<file path="config.mk">
export PLATFORM = sky130hd
export DESIGN_NAME = hazard_scoreboard
export DESIGN_NICKNAME = d
export VERILOG_FILES = /design/src/rtl/hazard_scoreboard.sv
export SDC_FILE = /design/constraint.sdc
export NUM_CORES = 1
export LEC_CHECK = 0
export ABC_AREA = 1
export CAP_MARGIN = 20
export CORE_MARGIN = 3
export CORE_UTILIZATION = 45
export CTS_BUF_LIST = sky130_fd_sc_hd__clkbuf_4
export CTS_CLUSTER_SIZE = 40
export DETAILED_ROUTE_END_ITERATION = 8
export PLACE_DENSITY = 0.84
export SYNTH_ARGS = -nofsm -noshare
export SYNTH_HDL_FRONTEND = slang
export SYNTH_SLANG_ARGS = --single-unit
</file>
<file path="constraint.sdc">
create_clock -name clk -period 3.48 [get_ports clk]
set_input_delay 0.696 -clock clk [delete_from_list [all_inputs] [get_ports clk]]
set_output_delay 0.696 -clock clk [all_outputs]
set_load 0.05 [all_outputs]
</file>
<file path="src/rtl/hazard_scoreboard.sv">
// Hazard unit for the 5-stage pipeline: E/D forwarding, load-use/branch/jump control,
// and a pending-write scoreboard tracking a pipelined multi-cycle multiply/divide unit.
module hazard_scoreboard #(
  parameter int REGW   = 5,
  parameter int MD_LAT = 4,
  parameter int NPEND  = 4
) (
  input  logic            clk,
  input  logic            reset_n,
  input  logic [REGW-1:0] rsD,
  input  logic [REGW-1:0] rtD,
  input  logic [REGW-1:0] rdD,
  input  logic            regwriteD,
  input  logic            mdopD,
  input  logic            branchD,
  input  logic            pcsrcD,
  input  logic            jumpD,
  input  logic [REGW-1:0] rsE,
  input  logic [REGW-1:0] rtE,
  input  logic [REGW-1:0] writeregE,
  input  logic            regwriteE,
  input  logic            memtoregE,
  input  logic            mdopE,
  input  logic [REGW-1:0] writeregM,
  input  logic            regwriteM,
  input  logic            memtoregM,
  input  logic [REGW-1:0] writeregW,
  input  logic            regwriteW,
  output logic [1:0]      forwardAE,
  output logic [1:0]      forwardBE,
  output logic            forwardAD,
  output logic            forwardBD,
  output logic            stallF,
  output logic            stallD,
  output logic            flushD,
  output logic            flushE,
  output logic            md_done,
  output logic [REGW-1:0] md_reg,
  output logic            md_busy
);

  localparam int CW = $clog2(MD_LAT);
  localparam int OW = $clog2(NPEND + 2);

  // Issue/retire protocol: an MD op is accepted on every rising edge where mdopE=1
  // (no back-pressure); md_done is a one-cycle pulse naming md_reg, in issue order.
  logic [NPEND-1:0] r_valid;
  logic [REGW-1:0]  r_dest [NPEND];
  logic [CW-1:0]    r_cnt  [NPEND];
  logic             r_md_done;
  logic [REGW-1:0]  r_md_reg;

  logic [NPEND-1:0] w_retire;
  logic [NPEND-1:0] w_free;
  logic [NPEND-1:0] w_alloc;
  logic             w_found;
  logic [NPEND-1:0] w_valid_nxt;
  logic [REGW-1:0]  w_dest_nxt [NPEND];
  logic [CW-1:0]    w_cnt_nxt  [NPEND];
  logic             w_done_nxt;
  logic [REGW-1:0]  w_reg_nxt;
  logic             w_raw;
  logic             w_waw;
  logic [OW-1:0]    w_vcount;
  logic [OW-1:0]    w_occ;
  logic             w_lw;
  logic             w_br;
  logic             w_mde;
  logic             w_full;
  logic             w_stall;

  // Register 0 is hardwired, so it never produces a dependency.
  function automatic logic hit(input logic [REGW-1:0] a, input logic [REGW-1:0] b);
    return (a != '0) && (a == b);
  endfunction

  assign forwardAE = (regwriteM && hit(rsE, writeregM)) ? 2'b01 :
                     (regwriteW && hit(rsE, writeregW)) ? 2'b10 : 2'b00;
  assign forwardBE = (regwriteM && hit(rtE, writeregM)) ? 2'b01 :
                     (regwriteW && hit(rtE, writeregW)) ? 2'b10 : 2'b00;
  assign forwardAD = regwriteM && hit(rsD, writeregM);
  assign forwardBD = regwriteM && hit(rtD, writeregM);

  assign w_lw  = memtoregE && (hit(rsD, writeregE) || hit(rtD, writeregE));
  assign w_br  = branchD &&
                 ((regwriteE && (hit(writeregE, rsD) || hit(writeregE, rtD))) ||
                  (memtoregM && (hit(writeregM, rsD) || hit(writeregM, rtD))));
  assign w_mde = mdopE && (hit(writeregE, rsD) || hit(writeregE, rtD) ||
                           (regwriteD && hit(writeregE, rdD)));

  always_comb begin
    w_raw    = 1'b0;
    w_waw    = 1'b0;
    w_vcount = '0;
    w_retire = '0;
    for (int i = 0; i < NPEND; i++) begin
      if (r_valid[i]) begin
        if (hit(r_dest[i], rsD) || hit(r_dest[i], rtD)) w_raw = 1'b1;
        if (regwriteD && hit(r_dest[i], rdD))            w_waw = 1'b1;
        w_vcount = w_vcount + OW'(1);
        w_retire[i] = (r_cnt[i] == '0);
      end
    end
  end

  // Occupancy as seen by the next edge: the op now in E lands, the retiring one leaves.
  assign w_occ   = w_vcount + OW'(mdopE) - OW'(r_md_done);
  assign w_full  = mdopD && (w_occ == OW'(NPEND));
  assign w_stall = w_lw | w_br | w_mde | w_raw | w_waw | w_full;

  assign stallF  = w_stall;
  assign stallD  = w_stall;
  assign flushE  = w_stall;
  assign flushD  = (pcsrcD | jumpD) & ~w_stall;

  // A retiring slot counts as free so it can be reloaded on the edge that clears it.
  always_comb begin
    w_free     = ~r_valid | w_retire;
    w_alloc    = '0;
    w_found    = 1'b0;
    w_done_nxt = 1'b0;
    w_reg_nxt  = '0;
    for (int i = 0; i < NPEND; i++) begin
      if (mdopE && w_free[i] && !w_found) begin
        w_alloc[i] = 1'b1;
        w_found    = 1'b1;
      end
    end
    for (int i = 0; i < NPEND; i++) begin
      w_valid_nxt[i] = r_valid[i];
      w_dest_nxt[i]  = r_dest[i];
      w_cnt_nxt[i]   = r_cnt[i];
      if (w_alloc[i]) begin
        w_valid_nxt[i] = 1'b1;
        w_dest_nxt[i]  = writeregE;
        w_cnt_nxt[i]   = CW'(MD_LAT - 1);
      end else if (w_retire[i]) begin
        w_valid_nxt[i] = 1'b0;
      end else if (r_valid[i] && (r_cnt[i] != '0)) begin
        w_cnt_nxt[i]   = r_cnt[i] - CW'(1);
      end
      if (w_valid_nxt[i] && (w_cnt_nxt[i] == '0)) begin
        w_done_nxt = 1'b1;
        w_reg_nxt  = w_dest_nxt[i];
      end
    end
  end

  always_ff @(posedge clk or negedge reset_n) begin
    if (!reset_n) begin
      r_valid   <= '0;
      r_dest    <= '{default: '0};
      r_cnt     <= '{default: '0};
      r_md_done <= 1'b0;
      r_md_reg  <= '0;
    end else begin
      r_valid   <= w_valid_nxt;
      r_dest    <= w_dest_nxt;
      r_cnt     <= w_cnt_nxt;
      r_md_done <= w_done_nxt;
      r_md_reg  <= w_reg_nxt;
    end
  end

  assign md_done = r_md_done;
  assign md_reg  = r_md_reg;
  assign md_busy = |r_valid;

  // Issuing into a full scoreboard with nothing retiring loses the op.
  a_md_overflow: assert property (@(posedge clk) disable iff (!reset_n)
    !(mdopE && (&r_valid) && !(|w_retire)));

endmodule

</file>
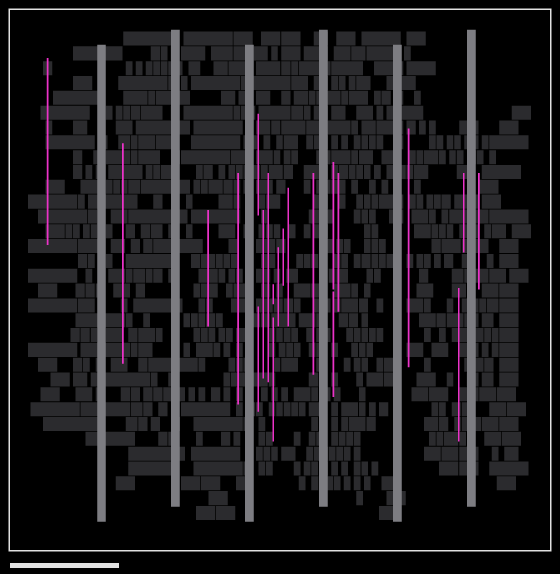
**Above:** metal 4.
Bar = 20 um. Supply wires on this layer in grey. Cells faint in the background.
19 nets have wire on it. The wires run mostly vertical. The layer holds 4.3% of the routed length. The layer carries 530 um of wire.
DRT Wirelength: 12.3 mm
total number of vias: 4290

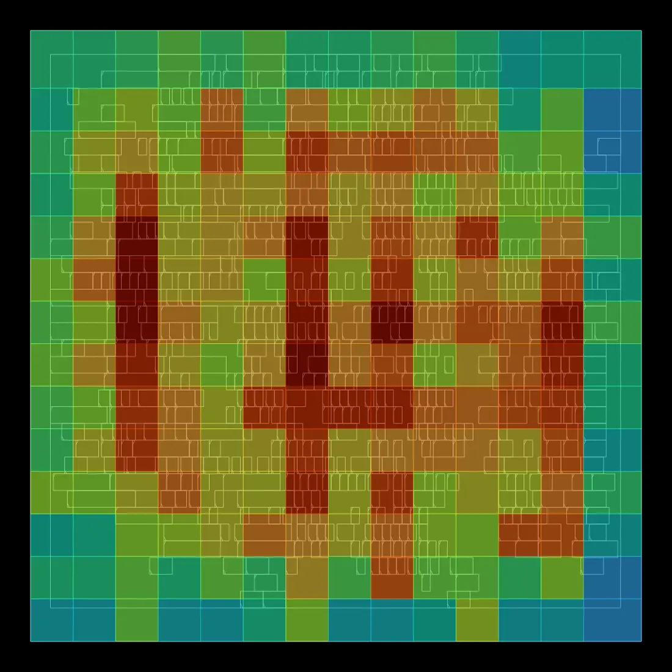
**Above:** track usage over the die.
met1 global-route usage: 31.6%
global routing usage on met3: 2.69%
met2 GRT Util: 44.1%

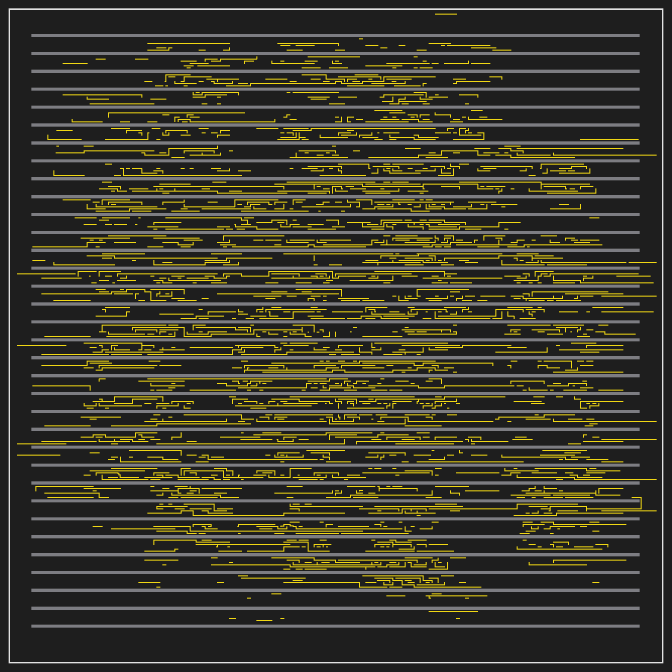
**Above:** met1 routing.
Supply wires on this layer in grey.
The longest straight run is 28.5 um. The layer carries 5010 um of wire. 710 nets have wire on it.

==> out/metrics.yaml <==
status: "finished, violations left"
violations: "negative setup slack"
sh_comb_area_pct: 50.3
top_area_share_pct: 24.4
setup_viol: 4
area_leaders: "dfrtp_1 (24%), nand2_1 (21%), inv_1 (7.5%)"
top_area_cell: "dfrtp_1"
fin_ws_ns: -0.609
drc: 0
drv_cap: 0
worst_pin_slew_ns: 0.821
firstDrtPassIters: 5
dieArea_um2: 9820
comb_area_um2: 2490
layout.cells.non_filler: 820
placed_cell_area_um2: 4770
worstPathMaxFanout: 3
taps: 105
grt_overflow: 0
clock_skew_ns: 0.0109
maxPowerGroup: "combinational logic"
p_int_w: 0.00204
p_clk_share_pct: 6.9
final-seq-area_um2: 951
max_freq_ghz: 0.245
fp_util_pct: 47.0
p_leak_nw: 2.63
ys_sh_simple_pct: 39.7
gp_congestion: 1.03
die_width_um: 99.1
cts_max_level: 2
cp_num_buf_inv: 7
dp_cells: 803
detail_route.vias_per_cell: 5.23
cts.reportedPaths.clkPinSlew_ns: 0.11
synth_warnings: 0
worst-path-stages: 20
critPathKind: "flop to output pin"
buffers: 93
setup.worst_path.start_class: "flop"
switching_share_pct: 52.2
fin_crit_ns: 4.09
area_delta_synth_final_pct: 27.1
antenna_found_initial: 0
arrival_ns: 3.39
ys_chip_area_um2: 3900
ys_sh_mux_pct: 0
synth-seq-cells: 38
seqPwrFrac_pct: 21.8
worstPathCellList: "inv_2, ha_4, xor2_2, ha_1, or2_1, o21ai_2, inv_2, fa_2, inv_2, xor2_2, inv_1, nand2_1, buf_4, nand3_1, nand2_1, nand2_1, nand3_2, buf_4, nor3_4, buf_12"
clkCellAreaFrac_pct: 1.57
yosys.cell_count.top_type: "nand2_1"
wl_met3_um: 801
tns_ns: -2.38
critPathLaunch: "r_valid[1]"
nets: 778
flops: 38
nNonClkInverters: 99
logic_gates: 477
busiest_layer: "met2"
syn_inst: 637
finalClockPeriodUsage_pct: 118
cts_root_buffer: "clkbuf_4"
postCtsSetupBuffers: 6
ys_cells: 637
clk_latency_ns: 0.34
dieHeight_um: 99.1
grt_usage_pct: 25.4
ir_worst_vdd_v: 0.000558
r2r_slack_ns: 1.56
synth-edff-count: 0
antenna_left: 0
fin_area_um2: 4950
ff_type: "dfrtp_1"
cp-endpoint: "flushD"
wl_per_cell_um: 15.0
largest_reg_flops: 20
top_layer: "met4"
sequentialPower_w: 0.000928
final_common_cell: "nand2_1"
pwr-share-comb_pct: 71.3
drive_above_1_share_pct: 13.4
syn_area_um2: 3900
worstReg2RegStart: "r_valid[0]"
grt_max_degree: 39
met1_length_mm: 5.01
hold_buffers: 0
postSynthAreaPerCell_um2: 6.12
final_util_pct: 59.7
compound_area_share_pct: 9.72
seqAreaFraction_pct: 19.2
nClkBuffers: 5
cts_resized: 10
reg2reg_to: "md_reg[4]"
cts_tree: "built"
final_hold_viol_count: 0
core-area_um2: 8300
maxSlewHeadroom_pct: 45.3
rsz0062_at_grt: "yes"
rows: 33
Power and IR drop assume default switching activity.
